<file path="src/rtl/fp16multiplier.sv">
// fp16multiplier: 3-stage pipelined IEEE-754 binary16 multiplier, round-to-nearest-even.
// Latency 3 edges (decode, multiply, normalise/round/pack); one operand pair per cycle.
// No backpressure: every cycle is accepted and downstream always accepts.
//
// Ports:
//   clk       - single clock, rising edge
//   rst       - synchronous active-high reset
//   in_valid  - a/b carry a valid operand pair this cycle
//   a, b      - binary16 operands
//   out       - registered binary16 product (holds when no new result)
//   out_valid - out carries a new product this cycle
//
// Subnormal inputs are flushed to zero, and results that round to a biased
// exponent <= 0 are also flushed to zero, so no denormal handling is needed.

module fp16multiplier (
  input  logic        clk,
  input  logic        rst,
  input  logic        in_valid,
  input  logic [15:0] a,
  input  logic [15:0] b,
  output logic [15:0] out,
  output logic        out_valid
);

  // ---------------------------------------------------------------
  // Stage 1: decode and classify
  // ---------------------------------------------------------------
  logic [4:0] w_ea;
  logic [4:0] w_eb;
  logic       w_a_zero;
  logic       w_b_zero;
  logic       w_a_inf;
  logic       w_b_inf;
  logic       w_a_nan;
  logic       w_b_nan;

  assign w_ea     = a[14:10];
  assign w_eb     = b[14:10];
  assign w_a_zero = (w_ea == 5'd0);
  assign w_b_zero = (w_eb == 5'd0);
  assign w_a_inf  = (w_ea == 5'h1F) && (a[9:0] == 10'd0);
  assign w_b_inf  = (w_eb == 5'h1F) && (b[9:0] == 10'd0);
  assign w_a_nan  = (w_ea == 5'h1F) && (a[9:0] != 10'd0);
  assign w_b_nan  = (w_eb == 5'h1F) && (b[9:0] != 10'd0);

  logic        r1_vld;
  logic        r1_sign;
  logic [4:0]  r1_ea;
  logic [4:0]  r1_eb;
  logic [10:0] r1_ma;
  logic [10:0] r1_mb;
  logic        r1_nan;
  logic        r1_inf;
  logic        r1_zero;

  always_ff @(posedge clk) begin
    if (rst) begin
      r1_vld  <= 1'b0;
      r1_sign <= 1'b0;
      r1_ea   <= 5'd0;
      r1_eb   <= 5'd0;
      r1_ma   <= 11'd0;
      r1_mb   <= 11'd0;
      r1_nan  <= 1'b0;
      r1_inf  <= 1'b0;
      r1_zero <= 1'b0;
    end else begin
      r1_vld <= in_valid;
      // Datapath only loads on valid pairs so idle inputs never leak forward.
      if (in_valid) begin
        r1_sign <= a[15] ^ b[15];
        r1_ea   <= w_ea;
        r1_eb   <= w_eb;
        // Exponent field 0 (zero or subnormal) gets a zero significand.
        r1_ma   <= w_a_zero ? 11'd0 : {1'b1, a[9:0]};
        r1_mb   <= w_b_zero ? 11'd0 : {1'b1, b[9:0]};
        // inf x zero is folded into the NaN flag so later stages see one class.
        r1_nan  <= w_a_nan | w_b_nan | (w_a_inf & w_b_zero) | (w_a_zero & w_b_inf);
        r1_inf  <= w_a_inf | w_b_inf;
        r1_zero <= w_a_zero | w_b_zero;
      end
    end
  end

  // ---------------------------------------------------------------
  // Stage 2: significand multiply, exponent sum
  // ---------------------------------------------------------------
  logic               r2_vld;
  logic               r2_sign;
  logic [21:0]        r2_prod;
  logic signed [7:0]  r2_exp;
  logic               r2_nan;
  logic               r2_inf;
  logic               r2_zero;

  always_ff @(posedge clk) begin
    if (rst) begin
      r2_vld  <= 1'b0;
      r2_sign <= 1'b0;
      r2_prod <= 22'd0;
      r2_exp  <= 8'sd0;
      r2_nan  <= 1'b0;
      r2_inf  <= 1'b0;
      r2_zero <= 1'b0;
    end else begin
      r2_vld <= r1_vld;
      if (r1_vld) begin
        r2_sign <= r1_sign;
        r2_prod <= {11'd0, r1_ma} * {11'd0, r1_mb};
        // Range is -13..45, comfortably inside signed 8 bits.
        r2_exp  <= $signed({3'b000, r1_ea}) + $signed({3'b000, r1_eb}) - 8'sd15;
        r2_nan  <= r1_nan;
        r2_inf  <= r1_inf;
        r2_zero <= r1_zero;
      end
    end
  end

  // ---------------------------------------------------------------
  // Stage 3: normalise, round, pack
  // ---------------------------------------------------------------
  logic              w_hi;
  logic [9:0]        w_frac_pre;
  logic              w_guard;
  logic              w_sticky;
  logic              w_round;
  logic [11:0]       w_sig_rnd;
  logic signed [7:0] w_exp_norm;
  logic signed [7:0] w_exp_fin;
  logic [15:0]       w_result;

  // Product of two 1.x significands lies in [1,4); bit 21 set means >= 2.
  assign w_hi       = r2_prod[21];
  assign w_frac_pre = w_hi ? r2_prod[20:11] : r2_prod[19:10];
  assign w_guard    = w_hi ? r2_prod[10]    : r2_prod[9];
  assign w_sticky   = w_hi ? (|r2_prod[9:0]) : (|r2_prod[8:0]);
  assign w_round    = w_guard & (w_sticky | w_frac_pre[0]);
  assign w_exp_norm = r2_exp + $signed({7'd0, w_hi});

  // A carry into bit 11 means the significand rounded up to 2.0; the low
  // 10 bits are then already zero, so only the exponent needs the bump.
  assign w_sig_rnd  = {2'b01, w_frac_pre} + {11'd0, w_round};
  assign w_exp_fin  = w_exp_norm + $signed({7'd0, w_sig_rnd[11]});

  always_comb begin
    w_result = {r2_sign, w_exp_fin[4:0], w_sig_rnd[9:0]};
    if (r2_nan) begin
      w_result = 16'h7E00;
    end else if (r2_inf) begin
      w_result = {r2_sign, 5'h1F, 10'h000};
    end else if (r2_zero) begin
      w_result = {r2_sign, 15'h0000};
    end else if (w_exp_fin >= 8'sd31) begin
      w_result = {r2_sign, 5'h1F, 10'h000};
    end else if (w_exp_fin <= 8'sd0) begin
      w_result = {r2_sign, 15'h0000};
    end
  end

  always_ff @(posedge clk) begin
    if (rst) begin
      out       <= 16'h0000;
      out_valid <= 1'b0;
    end else begin
      out_valid <= r2_vld;
      if (r2_vld) begin
        out <= w_result;
      end
    end
  end

endmodule

</file>
<file path="config.mk">
export PLATFORM = sky130hd
export DESIGN_NAME = fp16multiplier
export DESIGN_NICKNAME = d
export VERILOG_FILES = /design/src/rtl/fp16multiplier.sv
export SDC_FILE = /design/constraint.sdc
export NUM_CORES = 1
export LEC_CHECK = 0
export CAP_MARGIN = 40
export CORE_ASPECT_RATIO = 0.5
export CORE_MARGIN = 2
export CORE_UTILIZATION = 25
export DETAILED_ROUTE_END_ITERATION = 8
export SETUP_SLACK_MARGIN = 0.5
export SLEW_MARGIN = 20
export SYNTH_ARGS = -nofsm -noshare
export SYNTH_HDL_FRONTEND = slang
export SYNTH_SLANG_ARGS = --single-unit
export TNS_END_PERCENT = 100
</file>
<file path="constraint.sdc">
create_clock -name clk -period 7.95 [get_ports clk]
set_input_delay 2.385 -clock clk [delete_from_list [all_inputs] [get_ports clk]]
set_output_delay 2.385 -clock clk [all_outputs]
set_load 0.05 [all_outputs]
</file>
Fig. 1: clock network drawn from the DEF
Scale: 2 px per µm.
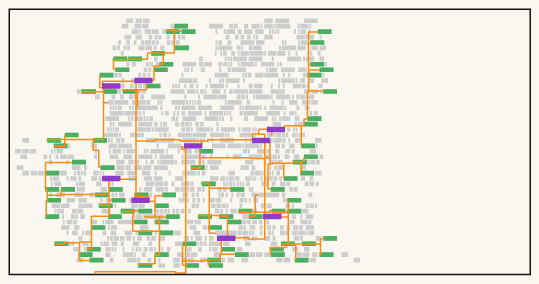
legend:
  green:
    item: flip-flops
    count: 88
  orange:
    item: clock wires
    length: 1320 µm
  purple:
    item: cells driving clock nets
    count: 9
routed clock nets: 10

Fig. 2: the metal 2 layer
Scale: 2 px per µm. Cells faint in the background.
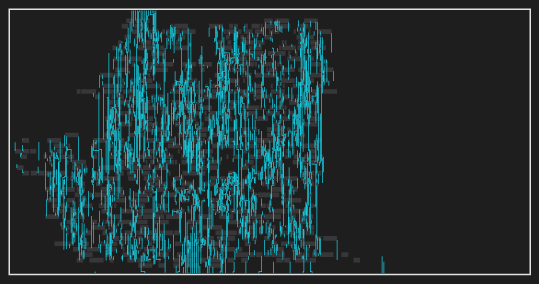
main direction: vertical
nets with wire on the layer: 977
share of all routed wire: 48%
routed wire length: 19000 µm
GR Layer Usage met2: 19.1%

Fig. 3: I/O nets highlighted
Scale: 2 px per µm.
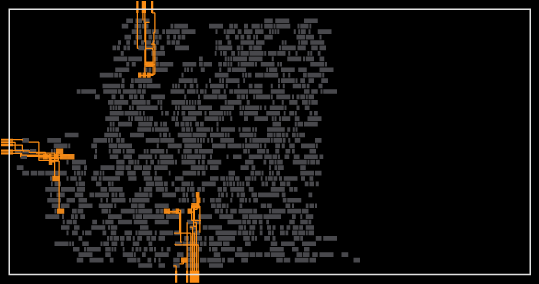
legend:
  orange:
    port: `b`
    bits: 16
    direction: input
    edge: 7 bottom, 5 left, 4 top
    end_cells: 23
    buffers: 16
    wire: 597 µm

Fig. 4: cell classes on the final placement
Scale: 2 px per µm. Fill, decap, tap and diode cells in gray.
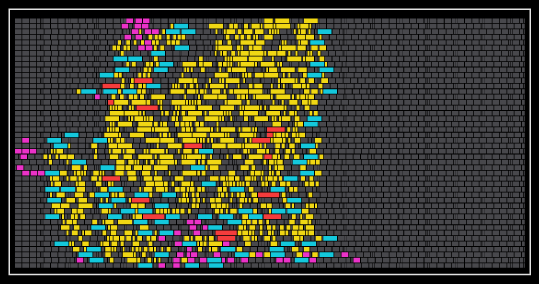
legend:
  cyan:
    class: flip-flops
    cells: 88
    share_of_their_area: 20%
  yellow:
    class: all other logic
    cells: 817
    share_of_their_area: 70%
  magenta:
    class: other buffers and delay cells
    cells: 54
    share_of_their_area: 5.9%
  red:
    class: clock drivers and dummy loads
    cells: 16
    share_of_their_area: 4.2%
final core utilization: 29.5%
flop share of the area: 18.7%

==> flow_summary.toml <==
# synthesis and place-and-route metrics
[outcome]
run_status = "complete, no violations"

[timing]
fin_worst_skew_ns = 0.00908
max_slew.worst_pin.slew_ns = 0.807
fin_tns_setup_ns = 0
final_critical_path_setup_slack_ns = 2.59
slew_margin_rel_pct = 46.1
min_period_ns = 5.36
final_worst_path_period_share_pct = 67.4
setup_repair_after_global_routing_missed_its_margin = "no"
max_freq_mhz = 187

[yosys]
post-synth-top-area-cell = "sky130_fd_sc_hd__dfxtp_1"
yosys-mux-area-fraction_pct = 3.98
synth.top_cells.by_area = "sky130_fd_sc_hd__dfxtp_1 (22%), sky130_fd_sc_hd__fa_1 (20%), sky130_fd_sc_hd__ha_1 (11%)"
synth.distinct_cells = 60
yosys.area_share.aoi_pct = 11.7
ys.flop_type = "sky130_fd_sc_hd__dfxtp_1"
common_cells = "sky130_fd_sc_hd__inv_1 (133), sky130_fd_sc_hd__dfxtp_1 (88), sky130_fd_sc_hd__nand2_1 (87)"
post_synth.cell_area_avg_um2 = 8.57
netlist_area_um2 = 8170
ys_area_um2 = 8170
synth.yosys.num_cells = 954
yosysTopAreaCellShare_pct = 21.6
mappedNetlistNets = 1142
post-synth-top-count-cell = "sky130_fd_sc_hd__inv_1"
synth.cellmix.xorXnorShare_pct = 2.79
numSynthFlops = 88

[die]
chipHeight_um = 132
placeable_core_region_um2 = 31900
taps = 432
top_level_ports = 52
placementRows = 46

[grt]
globalRouteMet3Util_pct = 1.73
grt_use_total_pct = 11.2
gr-usage-met1_pct = 14.8
gr-max-usage-layer = "met2"
via_count_of_the_first_global_routing_pass = 6347

[placement]
post-place-cells = 1391
port_buffers = 51
dp_worst_setup_slack_ns = 2.60
post-dp-hpwl_um = 15100

[flow_run]
warnings = 26
drv_cap = 0

[clocking]
ctsHtreeMaxLevel = 3
clock_sinks = 88
numCtsBuffers = 9
post_cts_buffers = 0
post_cts.resized_instances = 0
ctsLongestPathBuffers = 2

[pwr]
comb_power_share_pct = 18.5
share_clk_of_total_power_pct = 42.4
p_int_w = 0.000909
clk-power_w = 0.000540
switching_share_pct = 28.6
net-switching-power_w = 0.000364
design_power_total_w = 0.00127
power_per_cell_area_nw_per_um2 = 135
seqPwrFrac_pct = 39.1
leakage_nw = 4.15

[finish]
nNonClkBuffers = 54
final_layout_net_count = 1158
reg_with_most_ffs = "r2_prod"
max_ffs_per_register = 22
largest_cell_class = "multi-input combinational cells"
non_clock_inverter_count = 133
diodes = 0
layout.clock_buffers = 9
final-seq-area_um2 = 1760
number_of_flip_flops_and_latches = 88
final_cell_area_um2 = 9430

[min_path]
hold_start = "r2_prod[20]"
hold_class = "register to register"

[routing]
met3_wirelength_um = 639
detail_route.first_pass.iterations = 4
viasPerCell = 4.58
drc = 0
routed-via-count = 6438

[worst_setup_path]
worstPathBufferInverterCount = 3
setup.worst_path.start_class = "register"
critPathLaunch = "r1_ma[7]"
cp.required_ns = 8.22
timing_worst_setup_path_type = "register to register"
delay_of_the_slowest_cell_on_the_worst_path_ns = 0.62
cell_by_cell_trace_of_the_critical_path = "nand2_1 > fa_1 > inv_1 > fa_1 > fa_1 > fa_1 > inv_1 > fa_1 > inv_1 > ha_1 > a21oi_1 > o21ai_0 > or4_1 > o22ai_1 > xor2_1 > a211oi_1"
crit_end = "r2_prod[16]"
critPathMostFrequentCell = "sky130_fd_sc_hd__fa_1"
reg2reg_to = "r2_prod[16]"
